Fig. 1: the clock network
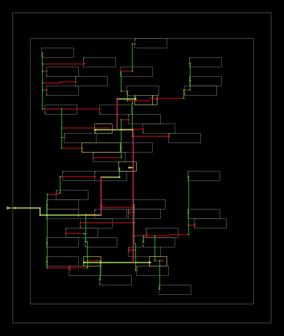
Fig. 2: wire density map
The die is cut into 15 by 18 equal tiles; dark purple is low, yellow is high, scaled to the fullest tile. Values are wire area over tile area, all layers added.
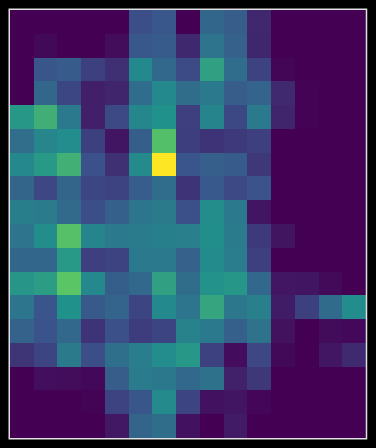
Fig. 3: metal layers overlaid
Two of the layers only.
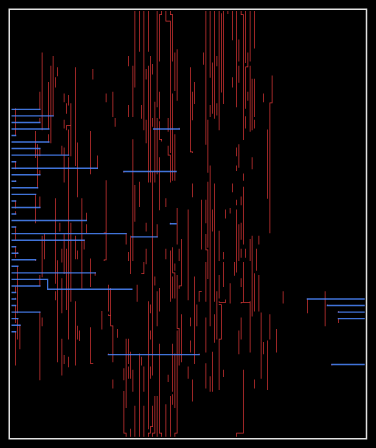
Fig. 4: cell area per tile
Scale bar: 20 um. The die is cut into 7 by 9 equal tiles; dark purple is low, yellow is high, 0 to 100% covered.
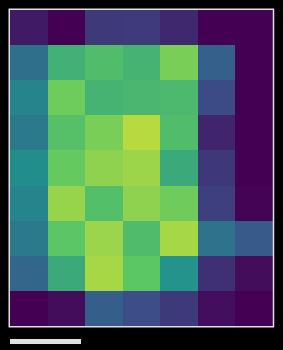
Fig. 5: register map, names as in the netlist
Scale bar: 20 um. Other sequential cells in the stronger grey, the rest of the logic in the fainter grey.
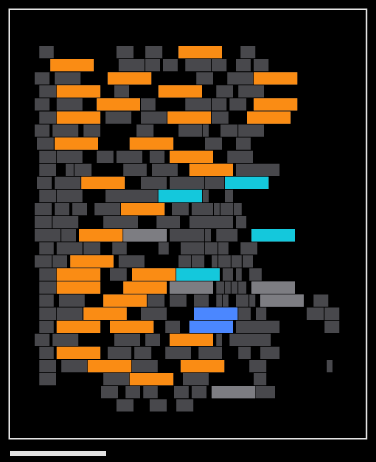
## config.mk

```make
export PLATFORM = sky130hd
export DESIGN_NAME = cm0_dap_cdc_mask_ctrl
export DESIGN_NICKNAME = d
export VERILOG_FILES = /design/src/rtl/cm0_dap_cdc_mask_ctrl.sv
export SDC_FILE = /design/constraint.sdc
export NUM_CORES = 1
export LEC_CHECK = 0
export ABC_AREA = 0
export ABC_CLOCK_PERIOD_IN_PS = 1600
export CAP_MARGIN = 15
export CORE_AREA = 5 5 69 84
export DETAILED_ROUTE_END_ITERATION = 10
export DIE_AREA = 0 0 74 89
export GPL_ROUTABILITY_DRIVEN = 0
export PLACE_DENSITY = 0.74
export SLEW_MARGIN = 15
export SYNTH_ARGS = -nofsm -noshare
export SYNTH_HDL_FRONTEND = slang
export SYNTH_SLANG_ARGS = --single-unit
export TNS_END_PERCENT = 100
```

## constraint.sdc

```tcl
create_clock -name SWCLKTCK -period 1.6 [get_ports SWCLKTCK]
set_clock_uncertainty 0.15 [all_clocks]
set_input_delay 0.32 -clock SWCLKTCK [delete_from_list [all_inputs] [get_ports SWCLKTCK]]
set_output_delay 0.32 -clock SWCLKTCK [all_outputs]
set_load 0.01 [all_outputs]
```

## src/rtl/cm0_dap_cdc_mask_ctrl.sv

```systemverilog
// Launch-register / MASKn / four-phase REQ-ACK sequencer for the DAP's AND-mask CDC crossings.
// Optional ACK timeout with a sticky ERR flag is compiled in with CM0_DAP_CDC_TIMEOUT_EN.
module cm0_dap_cdc_mask_ctrl #(
    parameter int unsigned WIDTH       = 32,
    parameter int unsigned SETTLE      = 2,
    parameter int unsigned SYNC_STAGES = 2,
    parameter int unsigned TIMEOUT     = 255
) (
    input  logic             SWCLKTCK,
    input  logic             DPRESETn,
    input  logic             START,
    input  logic [WIDTH-1:0] DATAIN,
    output logic             BUSY,
    output logic             DONE,
    output logic             ERR,
    output logic [WIDTH-1:0] DATAOUT,
    output logic             MASKn,
    output logic             REQ,
    input  logic             ACKASYNC
);

    typedef enum logic [1:0] {StIdle, StSettle, StReq, StWaitLo} state_e;

    state_e                 state_q, state_d;
    logic [3:0]             settle_q, settle_d;
    logic [SYNC_STAGES-1:0] sync_q;
    logic                   ack_s;
    logic                   accept;
    logic                   timeout_hit;
    logic                   busy_q, busy_d;
    logic                   done_q, done_d;
    logic                   mask_q, mask_d;
    logic                   req_q, req_d;
    logic [WIDTH-1:0]       data_q, data_d;

    always_ff @(posedge SWCLKTCK or negedge DPRESETn) begin
        if (!DPRESETn) begin
            sync_q <= '0;
        end else begin
            sync_q <= {sync_q[SYNC_STAGES-2:0], ACKASYNC};
        end
    end

    assign ack_s = sync_q[SYNC_STAGES-1];

    // The DONE cycle still belongs to the finishing transfer, so START is not taken then.
    assign accept = (state_q == StIdle) && START && !done_q;

`ifdef CM0_DAP_CDC_TIMEOUT_EN
    logic [9:0] to_cnt_q;
    logic       cnt_hit;
    logic       err_q, err_d;

    assign cnt_hit     = (to_cnt_q == 10'(TIMEOUT - 1));
    assign timeout_hit = cnt_hit && (((state_q == StReq) && !ack_s) ||
                                     ((state_q == StWaitLo) && ack_s));

    always_ff @(posedge SWCLKTCK or negedge DPRESETn) begin
        if (!DPRESETn) begin
            to_cnt_q <= '0;
        end else if (state_d != state_q) begin
            to_cnt_q <= '0;
        end else if ((state_q == StReq) || (state_q == StWaitLo)) begin
            to_cnt_q <= to_cnt_q + 10'd1;
        end
    end

    always_comb begin
        err_d = err_q;
        if (accept) begin
            err_d = 1'b0;
        end else if (timeout_hit) begin
            err_d = 1'b1;
        end
    end

    always_ff @(posedge SWCLKTCK or negedge DPRESETn) begin
        if (!DPRESETn) begin
            err_q <= 1'b0;
        end else begin
            err_q <= err_d;
        end
    end

    assign ERR = err_q;
`else
    assign timeout_hit = 1'b0;
    assign ERR         = 1'b0;
`endif

    // State register
    always_ff @(posedge SWCLKTCK or negedge DPRESETn) begin
        if (!DPRESETn) begin
            state_q  <= StIdle;
            settle_q <= '0;
        end else begin
            state_q  <= state_d;
            settle_q <= settle_d;
        end
    end

    // Next-state logic
    always_comb begin
        state_d  = state_q;
        settle_d = settle_q;
        unique case (state_q)
            StIdle: begin
                if (accept) begin
                    if (SETTLE == 0) begin
                        state_d = StReq;
                    end else begin
                        state_d  = StSettle;
                        settle_d = 4'(SETTLE - 1);
                    end
                end
            end
            StSettle: begin
                if (settle_q == 4'd0) begin
                    state_d = StReq;
                end else begin
                    settle_d = settle_q - 4'd1;
                end
            end
            StReq: begin
                if (ack_s || timeout_hit) begin
                    state_d = StWaitLo;
                end
            end
            StWaitLo: begin
                if (!ack_s || timeout_hit) begin
                    state_d = StIdle;
                end
            end
            default: state_d = StIdle;
        endcase
    end

    // Output next values; every output is taken from a flop below.
    always_comb begin
        data_d = accept ? DATAIN : data_q;
        mask_d = (state_d == StReq);
        req_d  = (state_d == StReq);
        busy_d = (state_d != StIdle);
        done_d = (state_q == StWaitLo) && (state_d == StIdle) && !timeout_hit;
    end

    always_ff @(posedge SWCLKTCK or negedge DPRESETn) begin
        if (!DPRESETn) begin
            data_q <= '0;
            mask_q <= 1'b0;
            req_q  <= 1'b0;
            busy_q <= 1'b0;
            done_q <= 1'b0;
        end else begin
            data_q <= data_d;
            mask_q <= mask_d;
            req_q  <= req_d;
            busy_q <= busy_d;
            done_q <= done_d;
        end
    end

    assign DATAOUT = data_q;
    assign MASKn   = mask_q;
    assign REQ     = req_q;
    assign BUSY    = busy_q;
    assign DONE    = done_q;

endmodule

```

==> summary.txt <==
The flow completed. Quantity of I/O buffers inserted on ports landed at just over 70. Once routing completed, OpenROAD measured the worst setup slack at -103 ps. Number of H-tree levels landed at 2. The script computed the net switching share of total power as 30.9%. The final reports fail on setup timing.

Per the hold report, the tightest min-delay path originates at sync_q[0]. Per the synthesis report, the single largest cell type by area occupies roughly three fifths of cell area. Detailed-router iteration count before antenna repair landed at 4. The layout summary lists the proportion of cells stronger than drive strength 1 as roughly 30%. Number of buffers created by CTS landed at 5. Number of distinct library cell variants in the gate-level netlist after synthesis landed at 27. Number of global-route vias before repair landed at ~1300.

Per the layout area report, the combinational gate area comes to around 730 um2. For this run the top cell type by instance count after synthesis was dfrtp_1. Summed over all layers, the global routing overflow is 0.

Sorting the synthesized cells by how often they occur yields dfrtp_1 (43), mux2_4 (20), mux2_1 (6), mux2_2 (6), nor2_1 (6). The flow ran to the end, but the final reports show violations. The endpoint of the worst hold path is reported as sync_q[1]. The synthesized netlist handed to floorplanning was reported with a cell count of approximately 120. The end-of-flow timing check tallies setup violations at 33. Chip footprint landed at 6590 um2.

For this run, the detailed router reports a per-instance via density of roughly 4.5.
-- Fig. 1 (at the start) --
clock group total power: 809 uW
Worst-Skew Late Latency: 290 ps
layout sequential cell count: 43
number of clock buffers in the layout: 6
clock sink count: 43

-- Fig. 2 (at the start) --
tiles over half the peak = 6.7%
mean over tiles = 0.099
nearly empty tiles = 29%
fullest tile = 0.46
average routed wire per standard cell: 15.4 um
via count of the routed design: 1197
final wirelength: 4070 um
GRT Overall Usage: 12.1%

-- Fig. 3 (at the start) --
metal 3 -> blue  # wire length 297 um
metal 2 -> red  # wire length 2060 um

-- Fig. 4 (at the start) --
mean over tiles = 43%
tiles over 75% full = 21%
fullest tile = 89%
densest ninth of the die = middle
final core utilization: 59.0%
effective utilization at floorplan: 37.8%
core box area: 4870 um2

-- Fig. 5 (at the start) --
settle_q -> cyan  # flops 4, where middle
DATAOUT -> orange  # flops 32
state_q -> blue  # flops 2
flip-flop and latch power: 1.92 mW
area used by sequential logic in the layout: 1080 um2
sequential share of cell area: 37.4%

## power groups by stage
stage	logic [mW]	clock network [mW]	registers (mW)
after global routing	2.88	0.861	2.00
after CTS	2.41	0.828	1.91
after global placement	2.66	0	1.93
after floorplan	1.33	0	2.10
after detailed placement	2.71	0	1.93
final	2.67	0.809	1.92
## cell usage in the layout (no fill, tap or decap), types with 2 or more instances in the layout
cell type	instances
clkbuf_8	5
nand2_1	3
nor2_1	5
nor2b_1	2
buf_4	7
clkdlybuf4s50_1	34
mux2_4	32
o21bai_1	2
a21oi_1	2
inv_1	2
o21ai_0	2
dlygate4sd2_1	35
mux2i_1	2
clkbuf_16	2
dfrtp_1	43
buf_12	3
buf_6	3
## area by class of cell
cell class / count / share of cell area [%]
timing repair buffer: 88 / 30.7
clock inverter: 1 / 1.04
tap: 60 / 2.61
sequential: 43 / 37.4
clock buffer: 6 / 2.52
inverter: 3 / 0.392
multi-input combinational: 64 / 25.3
## sequential cells by signal (all words and copies together) (netlist names)
name and cells:
sync_q 2, DATAOUT 32, settle_q 4, BUSY 1, state_q 2, DONE 1
REQ 1
## repair_timing
action | 4_1_cts | 5_1_grt
endpoints found under the hold margin | 17 | 0
pin swaps | 0 | 2
setup endpoints to repair | 68 | 37
cloned | 0 | 4
setup buffers | 1 | 3
gates resized | 37 | 21
hold buffers | 1 | 0
## per-layer routing
metal	wire length, um	track usage [%]	vias to the layer above
li1	-	-	571
met1	1660	14.3	574
met2	2060	19.7	45
met3	297	4.84	7
met4	57	4.45	0
met5	0	0	-
## worst register-to-register path: cells and delay by family (launching register included)
family / cells / cell delay [ps]
buf+inv: 3 / 500
flops: 1 / 390
simple gates: 1 / 270
mux: 1 / 290
## how the worst max path moves through the flow
stage / startpoint / slack, ps / to
global route: DONE / -140 / DATAOUT[22]
CTS: DONE / -120 / DATAOUT[12]
detailed placement: START / -410 / DATAOUT[12]
floorplan: state_q[0] / -40 / DATAOUT[0]
global placement: START / -380 / DATAOUT[12]
finish: DONE / -100 / DATAOUT[6]
## through the flow
step                      cells  instance area (um2)  worst slack [ps]  setup TNS, ps
after floorplan             118                 1870             -40.6          -1050
after global placement      249                 2630              -376         -11710
after detailed placement    249                 2630              -408         -12760
after CTS                   258                 2710              -116          -2600
after global routing        265                 2880              -138          -4210
final                       265                 2880              -103          -3000
## logic make-up (layout without fill, tap and decap cells)
kind of cell / after synthesis / count (layout) / share of synthesized area [%]
flops: 43 / 43 / 58.4
mux: 34 / 34 / 24.7
simple gates: 19 / 19 / 6.32
buf+inv: 11 / 98 / 6.05
compound gates: 8 / 8 / 2.92
fa+ha+maj: 2 / 2 / 1.36
other cells: 1 / 1 / 0.204
No activity file was given, so power comes from the tool's default toggle rates.
